`src/rtl/bitsplit_sequencer_pkg.sv`:
```
// Shared BitBlade definitions: precision codes, FSM states, slice-count map.
// Latency: n/a (declarations only).
// Backpressure: n/a.
package bitsplit_sequencer_pkg;

    localparam logic [1:0] P2 = 2'b00;
    localparam logic [1:0] P4 = 2'b01;
    localparam logic [1:0] P8 = 2'b10;

    typedef enum logic {
        IDLE  = 1'b0,
        ISSUE = 1'b1
    } state_t;

    // Code 11 falls into the 8b bucket.
    function automatic logic [2:0] slice_count(input logic [1:0] prec);
        case (prec)
            P2:      return 3'd1;
            P4:      return 3'd2;
            default: return 3'd4;
        endcase
    endfunction

endpackage

```
`src/rtl/bitsplit_sequencer_if.sv`:
```
// Operand-in / slice-out handshake bundle for the bit-split sequencer.
// Latency: n/a (wiring only).
// Backpressure: in_valid/in_ready upstream, slice_valid/slice_ready downstream.
interface bitsplit_sequencer_if #(
    parameter int SLICE_W = 2,
    parameter int OP_W    = 8
);
    logic               in_valid;
    logic               in_ready;
    logic [OP_W-1:0]    act;
    logic [OP_W-1:0]    wgt;
    logic [1:0]         act_prec;
    logic [1:0]         wgt_prec;
    logic               slice_valid;
    logic               slice_ready;
    logic [SLICE_W:0]   act_slice;
    logic [SLICE_W:0]   wgt_slice;
    logic [3:0]         shift;
    logic               last;

    modport slave (
        input  in_valid, act, wgt, act_prec, wgt_prec, slice_ready,
        output in_ready, slice_valid, act_slice, wgt_slice, shift, last
    );

    modport master (
        output in_valid, act, wgt, act_prec, wgt_prec, slice_ready,
        input  in_ready, slice_valid, act_slice, wgt_slice, shift, last
    );
endinterface

```
`src/rtl/bitsplit_slice_sel.sv`:
```
// Picks slice idx of an operand; sign-extends the top slice, zero-extends others.
// Latency: combinational.
// Backpressure: none.
module bitsplit_slice_sel #(
    parameter int SLICE_W = 2,
    parameter int OP_W    = 8
) (
    input  logic [OP_W-1:0]  operand_i,
    input  logic [1:0]       idx_i,
    input  logic [2:0]       n_i,
    output logic [SLICE_W:0] slice_o
);
    logic [OP_W-1:0]    shifted;
    logic [SLICE_W-1:0] raw;
    logic               top;

    always_comb begin
        shifted = operand_i >> (int'(idx_i) * SLICE_W);
        raw     = shifted[SLICE_W-1:0];
        top     = ({1'b0, idx_i} == (n_i - 3'd1));
        slice_o = {top & raw[SLICE_W-1], raw};
    end
endmodule

```
`src/rtl/bitsplit_sequencer.sv`:
```
// Splits an act/wgt pair into slice pairs (act inner, wgt outer) with shift amounts.
// Latency: first pair one cycle after accept; back-to-back ops without a bubble.
// Backpressure: slice_ready low freezes all registered outputs; in_ready only on idle or last fire.
module bitsplit_sequencer #(
    parameter int SLICE_W = 2,
    parameter int OP_W    = 8
) (
    input  logic                  clk,
    input  logic                  reset,
    bitsplit_sequencer_if.slave   bus
);
    import bitsplit_sequencer_pkg::*;

    state_t            state_q, state_d;
    logic [1:0]        i_q, i_d, j_q, j_d;
    logic [2:0]        na_q, na_d, nw_q, nw_d;
    logic [OP_W-1:0]   act_q, act_d, wgt_q, wgt_d;
    logic              slice_valid_q, slice_valid_d;
    logic              last_q, last_d;
    logic [SLICE_W:0]  act_slice_q, act_slice_d, wgt_slice_q, wgt_slice_d;
    logic [3:0]        shift_q, shift_d;
    logic [SLICE_W:0]  act_sel, wgt_sel;
    logic              fire, accept, in_ready;

    assign fire     = slice_valid_q & bus.slice_ready;
    assign in_ready = (state_q == IDLE) | (last_q & bus.slice_ready);
    assign accept   = bus.in_valid & in_ready;

    // Selectors look at the next-state indices so the output registers load the upcoming pair.
    bitsplit_slice_sel #(.SLICE_W(SLICE_W), .OP_W(OP_W)) u_act_sel (
        .operand_i (act_d),
        .idx_i     (i_d),
        .n_i       (na_d),
        .slice_o   (act_sel)
    );

    bitsplit_slice_sel #(.SLICE_W(SLICE_W), .OP_W(OP_W)) u_wgt_sel (
        .operand_i (wgt_d),
        .idx_i     (j_d),
        .n_i       (nw_d),
        .slice_o   (wgt_sel)
    );

    always_comb begin
        state_d = state_q;
        i_d     = i_q;
        j_d     = j_q;
        na_d    = na_q;
        nw_d    = nw_q;
        act_d   = act_q;
        wgt_d   = wgt_q;
        if (accept) begin
            state_d = ISSUE;
            i_d     = 2'd0;
            j_d     = 2'd0;
            na_d    = slice_count(bus.act_prec);
            nw_d    = slice_count(bus.wgt_prec);
            act_d   = bus.act;
            wgt_d   = bus.wgt;
        end else if (fire) begin
            if (last_q) begin
                state_d = IDLE;
                i_d     = 2'd0;
                j_d     = 2'd0;
            end else if ({1'b0, i_q} == (na_q - 3'd1)) begin
                i_d = 2'd0;
                j_d = j_q + 2'd1;
            end else begin
                i_d = i_q + 2'd1;
            end
        end

        slice_valid_d = (state_d == ISSUE);
        act_slice_d   = slice_valid_d ? act_sel : '0;
        wgt_slice_d   = slice_valid_d ? wgt_sel : '0;
        shift_d       = slice_valid_d ? 4'(({1'b0, i_d} + {1'b0, j_d}) * SLICE_W) : 4'd0;
        last_d        = slice_valid_d && ({1'b0, i_d} == (na_d - 3'd1))
                                      && ({1'b0, j_d} == (nw_d - 3'd1));
    end

    always_ff @(posedge clk or posedge reset) begin
        if (reset) begin
            state_q       <= IDLE;
            i_q           <= '0;
            j_q           <= '0;
            na_q          <= '0;
            nw_q          <= '0;
            act_q         <= '0;
            wgt_q         <= '0;
            slice_valid_q <= 1'b0;
            last_q        <= 1'b0;
            act_slice_q   <= '0;
            wgt_slice_q   <= '0;
            shift_q       <= '0;
        end else begin
            state_q       <= state_d;
            i_q           <= i_d;
            j_q           <= j_d;
            na_q          <= na_d;
            nw_q          <= nw_d;
            act_q         <= act_d;
            wgt_q         <= wgt_d;
            slice_valid_q <= slice_valid_d;
            last_q        <= last_d;
            act_slice_q   <= act_slice_d;
            wgt_slice_q   <= wgt_slice_d;
            shift_q       <= shift_d;
        end
    end

    assign bus.in_ready    = in_ready;
    assign bus.slice_valid = slice_valid_q;
    assign bus.act_slice   = act_slice_q;
    assign bus.wgt_slice   = wgt_slice_q;
    assign bus.shift       = shift_q;
    assign bus.last        = last_q;
endmodule

```
`src/flat_wrapper.sv`:
```
// flat-port wrapper written by rule: the top's interface ports become plain ports
module bitsplit_sequencer_flat import bitsplit_sequencer_pkg::*;
#(
    parameter int SLICE_W = 2,
    parameter int OP_W    = 8
)
  (clk, reset, bus_in_valid, bus_act, bus_wgt, bus_act_prec, bus_wgt_prec, bus_slice_ready, bus_in_ready, bus_slice_valid, bus_act_slice, bus_wgt_slice, bus_shift, bus_last);
  bitsplit_sequencer_if #(.SLICE_W(SLICE_W), .OP_W(OP_W)) bus_i ();
  input  logic clk;
  input  logic reset;
  input wire logic [$bits(bus_i.in_valid)-1:0] bus_in_valid;
  input wire logic [$bits(bus_i.act)-1:0] bus_act;
  input wire logic [$bits(bus_i.wgt)-1:0] bus_wgt;
  input wire logic [$bits(bus_i.act_prec)-1:0] bus_act_prec;
  input wire logic [$bits(bus_i.wgt_prec)-1:0] bus_wgt_prec;
  input wire logic [$bits(bus_i.slice_ready)-1:0] bus_slice_ready;
  output wire logic [$bits(bus_i.in_ready)-1:0] bus_in_ready;
  output wire logic [$bits(bus_i.slice_valid)-1:0] bus_slice_valid;
  output wire logic [$bits(bus_i.act_slice)-1:0] bus_act_slice;
  output wire logic [$bits(bus_i.wgt_slice)-1:0] bus_wgt_slice;
  output wire logic [$bits(bus_i.shift)-1:0] bus_shift;
  output wire logic [$bits(bus_i.last)-1:0] bus_last;
  assign bus_i.in_valid = bus_in_valid;
  assign bus_i.act = bus_act;
  assign bus_i.wgt = bus_wgt;
  assign bus_i.act_prec = bus_act_prec;
  assign bus_i.wgt_prec = bus_wgt_prec;
  assign bus_i.slice_ready = bus_slice_ready;
  assign bus_in_ready = bus_i.in_ready;
  assign bus_slice_valid = bus_i.slice_valid;
  assign bus_act_slice = bus_i.act_slice;
  assign bus_wgt_slice = bus_i.wgt_slice;
  assign bus_shift = bus_i.shift;
  assign bus_last = bus_i.last;
  bitsplit_sequencer #(.SLICE_W(SLICE_W), .OP_W(OP_W)) u_core (.clk(clk), .reset(reset), .bus(bus_i));
endmodule
```
`config.mk`:
```
export PLATFORM = sky130hd
export DESIGN_NAME = bitsplit_sequencer_flat
export DESIGN_NICKNAME = d
export VERILOG_FILES = /design/src/rtl/bitsplit_sequencer_pkg.sv /design/src/rtl/bitsplit_sequencer_if.sv /design/src/rtl/bitsplit_slice_sel.sv /design/src/rtl/bitsplit_sequencer.sv /design/src/flat_wrapper.sv
export SDC_FILE = /design/constraint.sdc
export NUM_CORES = 1
export LEC_CHECK = 0
export CORE_MARGIN = 2
export CORE_UTILIZATION = 55
export DETAILED_ROUTE_END_ITERATION = 8
export GPL_TIMING_DRIVEN = 0
export PLACE_DENSITY = 0.87
export SLEW_MARGIN = 20
export SYNTH_ARGS = -nofsm -noshare
export SYNTH_HDL_FRONTEND = slang
export SYNTH_HIERARCHICAL = 1
export SYNTH_SLANG_ARGS = --single-unit
```
`constraint.sdc`:
```
create_clock -name clk -period 4.33 [get_ports clk]
set_input_delay 0.866 -clock clk [delete_from_list [all_inputs] [get_ports clk]]
set_output_delay 0.866 -clock clk [all_outputs]
set_load 0.01 [all_outputs]
```
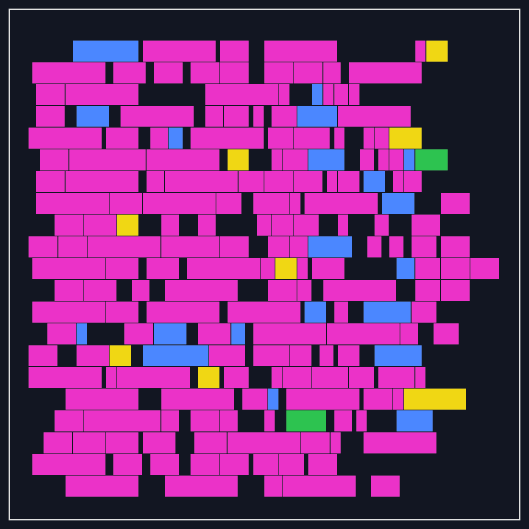
(images/sizing.png)
Scale: 8 px per um.
| size | color | cells | share |
|---|---|---|---|
| x1 and smaller | magenta | 169 | 85% |
| x6 and larger | green | 2 | 1.0% |
| x2 | blue | 20 | 10% |
| x3 and x4 | yellow | 8 | 4.0% |

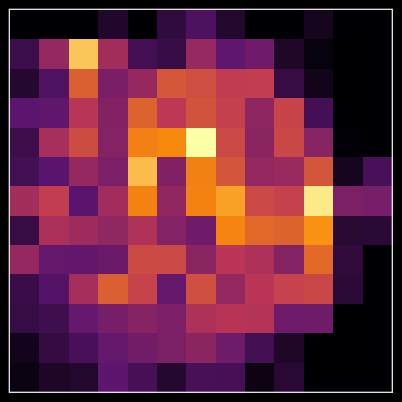
(images/route_heat.png)
Scale: 6 px per um. The die is cut into 13 by 13 equal tiles; black is low, pale yellow is high, scaled to the fullest tile. Values are wire area over tile area, all layers added.
tiles over half the peak: 23%
mean over tiles: 0.15
nearly empty tiles: 15%
emptiest ninth of the die: north-east
fullest tile: 0.47

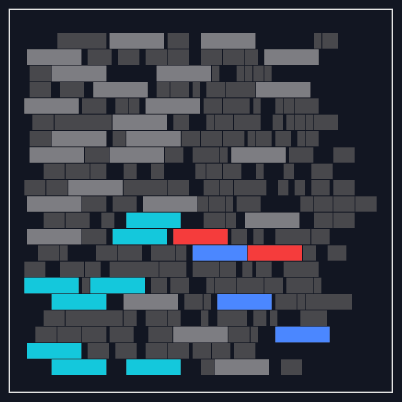
(images/ff_map.png)
Scale: 6 px per um.
| signal | color | flops |
|---|---|---|
| u_core/na_q | blue | 3 |
| u_core/i_q | red | 2 |
| u_core/act_q | cyan | 8 |
not colored: 24

==> summary.txt <==
From the run reports.

- The number of levels in the clock H-tree is 2.
- The count of buffers inserted at the top-level ports is 35.
- Setup repair after global routing left no endpoint under its margin.
- STA classifies the critical path startpoint as an input port.
- The cell family with the largest share of critical-path delay is multiplexers.
- The flow ran to the end, and the final reports show no timing, DRC or antenna violations.
- The most heavily used metal layer in global routing is met2.
- The met2 capacity usage during global routing reads 0.3908.
- The clock transition at the registers of the reported paths reads 0.11 ns.
- The number of logged tool warnings reads 26.
- The launching point of the worst reg2reg path is u_core/na_q[0]$_DFF_PP0_.
- The die is around 64 um tall.
- The number of distinct library cell variants in the gate-level netlist after synthesis reads slightly below 50.
- The worst hold path stage count reads 1.
- The number of global-route vias before repair is roughly 1400.
- Once the clock tree was built, the resizer swapped 0 gates to a different size.
- Per the detail_route report, the via count comes to around 1300.
- The number of violations reported at the end of detailed-routing iteration 0 is 40.
- The post-synthesis instance total is 157.
- After the last flow step, the layout net total stands at between 200 and 250.
- The main logic family after synthesis reads multiplexers.
- The flop and latch count out of synthesis is 37.
- The final setup violation count reads 0.
- The cell count listed in synth_stat.txt is between 150 and 200.
- The endpoint arrival time on the critical path is 3.62 ns.
- The final-layout setup total negative slack is 0 ns.
- The path type of the worst setup path is input port to register.
- In this build the clock could be raised as far as roughly 300 MHz.
- Per the CTS log, the root buffer master is clkbuf_4.
- The standard-cell row count reads 21.
- Of the total synthesized cell area, the portion taken by full adders, half adders and majority gates is 0.04866.
- The number of setup buffers added after CTS is 0.
- The launch point of the critical path was reported as bus_slice_ready.
- By area the synthesized netlist is led by dfrtp_1 47%, mux2_1 8.6%, ha_1 3.8%.
- The wire length recorded after detailed routing is roughly 3.9 mm.
- Counting cells, the worst reg-to-reg path comes to 8.
- Detailed placement reports a standard cell area of 0.002362 mm2.
- The die extent in x reads 63.61 um.
- The largest driver fanout on the critical path reads 6.
- In this run, CTS created clock tree buffers numbering 5.
- According to the I/O placement log, the pin count is 37.
- The synthesized-area fraction occupied by and/or/nand/nor cells reads 0.1344.
- The number of optimization iterations in the first detailed-route pass reads 4.
- The cell with the most instances after synthesis is dfrtp_1.
- The overall overflow remaining after global route reads 0.
- The flop-to-flop setup slack reads ~1.2 ns.
- The number of remaining DRC errors is 0.
per-stage QoR:
step	util	std cells	worst slack [ns]
detailed placement	0.7024	238	0.5577
global route	0.7188	245	0.8274
floorplan	-	157	1.592
finish	0.7188	245	0.9230
CTS	0.7188	245	0.9193
global placement	0.7024	238	0.6551
sequential cells by signal, summed over array words and instances, names as in the netlist:
name and cells:
u_core/j_q 2, u_core/act_q 8, u_core/wgt_q 8, u_core/nw_q 3
u_core/bus.shift 3, u_core/bus.act_slice 3, u_core/bus.slice_valid 1, u_core/bus.wgt_slice 3
u_core/i_q 2, u_core/bus.last 1, u_core/na_q 3
area by class of cell:
type | count | area share
inverter | 15 | 0.02329
buffer | 5 | 0.01346
tap | 46 | 0.02381
clock buffer | 7 | 0.02277
multi-input combinational | 100 | 0.3887
timing repair buffer | 35 | 0.1449
sequential | 37 | 0.3830
per-layer routing:
metal	wire length (um)	share of wire	vias to the layer above
met2	2052	0.53	29
li1	-	-	628
met4	44	0.011	0
met3	155	0.040	4
met1	1598	0.42	655
met5	0	0	-
cell usage in the layout, fill, tap and decap left out, drive strengths merged, types with 2 or more instances in the layout:
cell           instances
clkdlybuf4s50         35
nand3b                 2
nor2                   4
nand2b                 3
nor2b                  9
mux2i                  4
nand3                  7
xor2                   8
and4                   2
and3                   2
inv                   15
o21ai                  2
nor4                   3
mux4                   4
mux2                  17
a21oi                  2
xnor2                  5
buf                    4
dfrtp                 37
ha                     6
clkbuf                 8
nand2                  5
report_power, final:
part           switching (mW)  internal (mW)
Clock                   0.106         0.0767
Combinational           0.463          0.478
Sequential             0.0696          0.506
Total                   0.639           1.06
